Figure 1. Routed metal, one color a layer.
Only two layers are drawn.
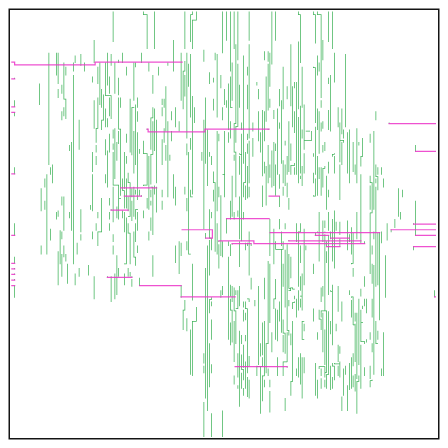
Figure 2. Sequential cells colored by netlist name.
Scale bar: 20 microns. Other sequential cells in the stronger gray, the rest of the logic in the fainter gray.
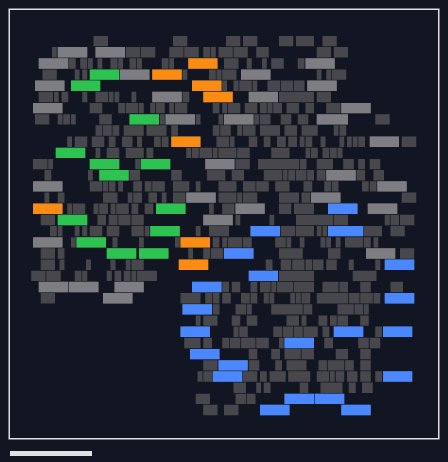
Figure 3. Metal 1.
Scale bar: 20 microns. Supply wires on this layer in gray. Cells faint in the background.
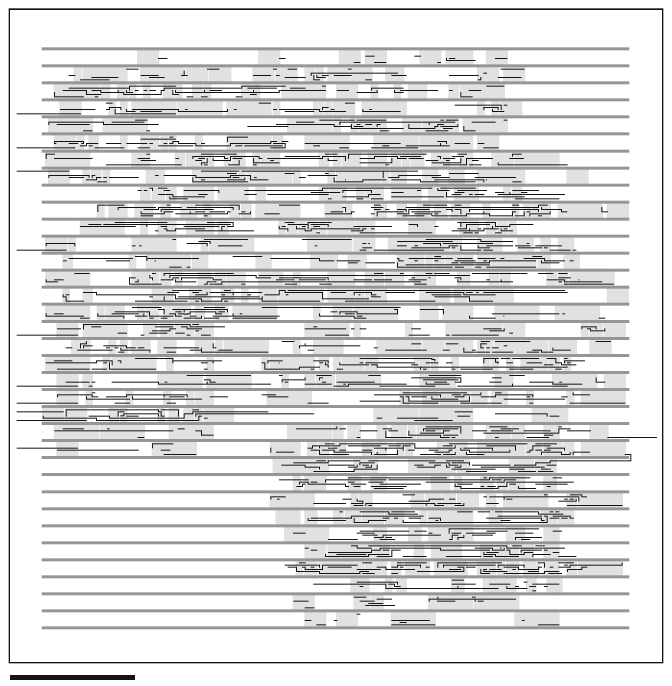
Figure 4. Wires at chosen ports, followed through buffers.
Scale bar: 20 microns.
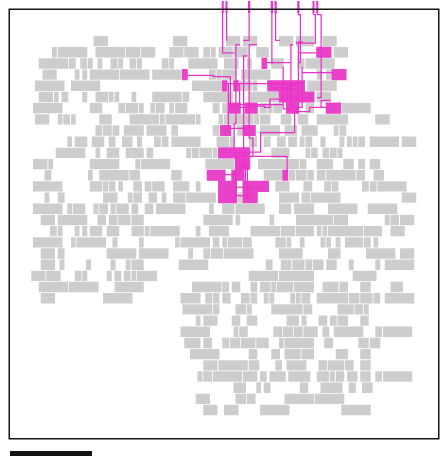
File: src/rtl/zx_pkg.sv
// Shared constants and state encoding for the screen loader.
package zx_pkg;

    localparam int          SCR_SIZE   = 6912;
    localparam int          SCR_AW     = 13;
    localparam logic [7:0]  CMD_LOAD   = 8'h01;
    localparam logic [7:0]  CMD_BORDER = 8'h02;
    localparam logic [7:0]  FRAME_SYNC = 8'hA5;

    typedef enum logic [2:0] {
        IDLE,
        CMD,
        LOAD,
        SUM,
        BORD
    } state_e;

endpackage

File: src/rtl/vram_loader_frame_timer.sv
// Loadable down-counter that flags a frame stalled for TIMEOUT consecutive cycles.
module frame_timer #(
    parameter int unsigned TIMEOUT = 1400000
) (
    input  logic clock,
    input  logic reset,
    input  logic restart_i,
    input  logic run_i,
    output logic expire_o
);

    localparam int TW = $clog2(TIMEOUT + 1);

    logic [TW-1:0] cnt_q, cnt_d;

    always_ff @(posedge clock) begin
        if (reset) cnt_q <= TW'(TIMEOUT);
        else       cnt_q <= cnt_d;
    end

    always_comb begin
        cnt_d = cnt_q;
        if (restart_i)
            cnt_d = TW'(TIMEOUT);
        else if (run_i && cnt_q != '0)
            cnt_d = cnt_q - TW'(1);
    end

    // Fires on the TIMEOUT-th idle cycle since the last restart.
    assign expire_o = run_i && !restart_i && (cnt_q == TW'(1));

endmodule

File: src/rtl/vram_loader.sv
// Framed byte-stream writer for screen memory: full screen load with XOR checksum,
// or border colour set.
module vram_loader
    import zx_pkg::*;
#(
    parameter int          SIZE    = SCR_SIZE,
    parameter int          AW      = SCR_AW,
    parameter logic [7:0]  SYNC    = FRAME_SYNC,
    parameter int unsigned TIMEOUT = 1400000
) (
    input  logic          clock,
    input  logic          reset,
    input  logic          sValid,
    input  logic [7:0]    sData,
    output logic          sReady,
    output logic          we,
    output logic [AW-1:0] a,
    output logic [7:0]    d,
    output logic [2:0]    border,
    output logic          busy,
    output logic          done,
    output logic          error
);

    state_e        state_q, state_d;
    logic [AW-1:0] count_q, count_d;
    logic [7:0]    chk_q, chk_d;
    logic          we_q, we_d;
    logic [AW-1:0] a_q, a_d;
    logic [7:0]    d_q, d_d;
    logic [2:0]    border_q, border_d;
    logic          done_q, done_d;
    logic          error_q, error_d;
    logic          ready_q;
    logic          accept;
    logic          expire;

    assign accept = sValid && ready_q;

    frame_timer #(.TIMEOUT(TIMEOUT)) u_timer (
        .clock     (clock),
        .reset     (reset),
        .restart_i (accept || state_q == IDLE),
        .run_i     (state_q != IDLE),
        .expire_o  (expire)
    );

    always_ff @(posedge clock) begin
        if (reset) begin
            state_q  <= IDLE;
            count_q  <= '0;
            chk_q    <= '0;
            we_q     <= 1'b0;
            a_q      <= '0;
            d_q      <= '0;
            border_q <= 3'd7;
            done_q   <= 1'b0;
            error_q  <= 1'b0;
            ready_q  <= 1'b0;
        end else begin
            state_q  <= state_d;
            count_q  <= count_d;
            chk_q    <= chk_d;
            we_q     <= we_d;
            a_q      <= a_d;
            d_q      <= d_d;
            border_q <= border_d;
            done_q   <= done_d;
            error_q  <= error_d;
            ready_q  <= 1'b1;
        end
    end

    always_comb begin
        state_d  = state_q;
        count_d  = count_q;
        chk_d    = chk_q;
        we_d     = 1'b0;
        a_d      = a_q;
        d_d      = d_q;
        border_d = border_q;
        done_d   = 1'b0;
        error_d  = error_q;

        unique case (state_q)
            IDLE: begin
                if (accept && sData == SYNC) begin
                    state_d = CMD;
                    error_d = 1'b0;
                end
            end
            CMD: begin
                if (accept) begin
                    if (sData == CMD_LOAD) begin
                        state_d = LOAD;
                        count_d = '0;
                        chk_d   = '0;
                    end else if (sData == CMD_BORDER) begin
                        state_d = BORD;
                    end else begin
                        state_d = IDLE;
                        error_d = 1'b1;
                    end
                end
            end
            LOAD: begin
                // Any byte here is payload, including one equal to SYNC.
                if (accept) begin
                    we_d    = 1'b1;
                    a_d     = count_q;
                    d_d     = sData;
                    chk_d   = chk_q ^ sData;
                    count_d = count_q + AW'(1);
                    if (count_q == AW'(SIZE - 1))
                        state_d = SUM;
                end
            end
            SUM: begin
                if (accept) begin
                    state_d = IDLE;
                    if (sData == chk_q) done_d  = 1'b1;
                    else                error_d = 1'b1;
                end
            end
            BORD: begin
                if (accept) begin
                    border_d = sData[2:0];
                    done_d   = 1'b1;
                    state_d  = IDLE;
                end
            end
            default: state_d = IDLE;
        endcase

        if (expire) begin
            state_d = IDLE;
            error_d = 1'b1;
            we_d    = 1'b0;
            done_d  = 1'b0;
        end
    end

    assign sReady = ready_q;
    assign we     = we_q;
    assign a      = a_q;
    assign d      = d_q;
    assign border = border_q;
    assign busy   = (state_q != IDLE);
    assign done   = done_q;
    assign error  = error_q;

endmodule

File: config.mk
export PLATFORM = sky130hd
export DESIGN_NAME = vram_loader
export DESIGN_NICKNAME = d
export VERILOG_FILES = /design/src/rtl/zx_pkg.sv /design/src/rtl/vram_loader_frame_timer.sv /design/src/rtl/vram_loader.sv
export SDC_FILE = /design/constraint.sdc
export NUM_CORES = 1
export LEC_CHECK = 0
export CORE_MARGIN = 5
export CORE_UTILIZATION = 40
export CTS_CLUSTER_SIZE = 8
export DETAILED_ROUTE_END_ITERATION = 8
export GPL_TIMING_DRIVEN = 0
export PLACE_DENSITY = 0.62
export SLEW_MARGIN = 20
export SYNTH_ARGS = -nofsm -noshare
export SYNTH_HDL_FRONTEND = slang
export SYNTH_HIERARCHICAL = 1
export SYNTH_SLANG_ARGS = --single-unit
File: constraint.sdc
create_clock -name clock -period 2.1 [get_ports clock]
set_input_delay 0.42 -clock clock [delete_from_list [all_inputs] [get_ports clock]]
set_output_delay 0.42 -clock clock [all_outputs]
set_load 0.05 [all_outputs]
==> summary.txt <==
run metrics: Pre-Place Util 40.8%, Core Region 0.00868 sq mm, Floorplan Nets 421, CP Class reg -> reg, crit-path leading delay family simple AND/OR/NAND/NOR gates, gr busiest metal met2, hold crit path type in -> reg, status finished clean, Finished Cell Area 0.00439 sq mm, first-pass GRT wire length 14100 microns, crit-path max FO 7, Post-CTS Setup Inserts 5, Starting DRT DRC Count 151, clock sinks 73, final worst setup slack 0.0424 ns, CP startpoint u_timer/cnt_q[15], Die Wd 104 microns, pwr dens 576 mW/mm^2, ys flop type dfxtp_1, n_taps 108, cts hold-fix bufs 0, post-route clock period utilization 98.0%, combinational share of power 3.8%, antenna violation net count after detailed routing 0, Fin Hold WS 0.380 ns, P_sw 658 uW, number of enable flip-flop cells 0, worst hold path depth 3, Hold Crit Start sData[0], Startpoint Class register, htree depth 3, most frequent cell after synthesis dfxtp_1, WL met3 301 microns, Post-synth top cells dfxtp_1 (73), nand2_1 (63), nor2_1 (36), CTS tree built, Post-layout nets 475, Layout non-clock buf frac 12.2%, RSZ-0062 raised after global routing yes, crit path max-delay cell type or4_4, Signal buffers 64, Fin Setup TNS 0 ns, drt via density 5.34, Die Ht 104 microns, Pleak 1.44 nW, Latency at later pin 0.35 ns, critical path's largest stage delay 0.59 ns, Flop pwr share 54.8%, Worst Hold End d[0], hpwl dp 6040 microns, vias in the first global route 2871, Final min period 2.06 ns, clock power share 41.4%, Inserted Diodes 0, Top area cell types dfxtp_1 (41%), nand2_1 (6.7%), a21oi_1 (4.9%), xnor2_1 (4.7%), nor2_1 (3.8%), share of layout cells above drive strength 1 16.3%, Worst Setup EP state_q[1], total CTS buffers 9, clkbuf count 9, final hold vios 0, sw frac 26.1%, tool warnings 28, clock root buffer clkbuf_8, critical path arrival 2.31 ns, Reg2Reg Depth 7, GP Congestion 0.875, Fillers 839, placed cell area 0.00406 sq mm, Area growth syn-to-layout 23.8%, Reg clk slew, reported paths 0.09 ns
-- Figure 1 (at the start) --
legend:
  magenta:
    layer: metal 3
    wire_length: 302 microns
  green:
    layer: metal 2
    wire_length: 3870 microns
Via Count: 3068
final WL: 8480 microns
WL per Instance: 14.8 microns
Overall Global Routing Usage: 15.6%

-- Figure 2 (at the start) --
legend:
  green:
    signal: count_q
    flops: 13
  blue:
    signal: u_timer/cnt_q
    flops: 21
  orange:
    signal: d
    flops: 8
not colored: 31
Seq area share: 33.4%
post-route core utilization: 50.5%
Flop area: 0.00147 sq mm
Seq power: 1.38 mW

-- Figure 3 (at the start) --
nets with wire on the layer: 451
longest straight run: 44.2 microns
wire length on this layer: 4210 microns
main direction: horizontal
share of all routed wire: 50%
met1 usage: 22.0%

-- Figure 4 (at the start) --
legend:
  magenta:
    port: sData
    direction: input
    edge: top
    end_cells: 27
    wire: 475 microns
# port buffers: 38
# IOs: 40

[sequential cells by signal, summed over array words and instances, names as in the netlist]
| register | count |
|---|---|
| error | 1 |
| border | 3 |
| d | 8 |
| count_q | 13 |
| state_q | 3 |
| chk_q | 8 |
| we | 1 |
| done | 1 |
| sReady | 1 |
| u_timer/cnt_q | 21 |
| a | 13 |
[logic make-up (layout without fill, tap and decap cells)]
family | Yosys count | count (layout) | share of synthesized area, %
and+or+nand+nor | 196 | 196 | 31.2
DFF | 73 | 73 | 41.2
AOI/OAI and AO/OA | 70 | 70 | 13.0
xor gates and xnor gates | 29 | 29 | 7.17
buffers and inverters | 26 | 85 | 3.53
muxes | 10 | 10 | 2.82
adders and majority gates | 3 | 3 | 1.06
Power and IR drop assume default switching activity.
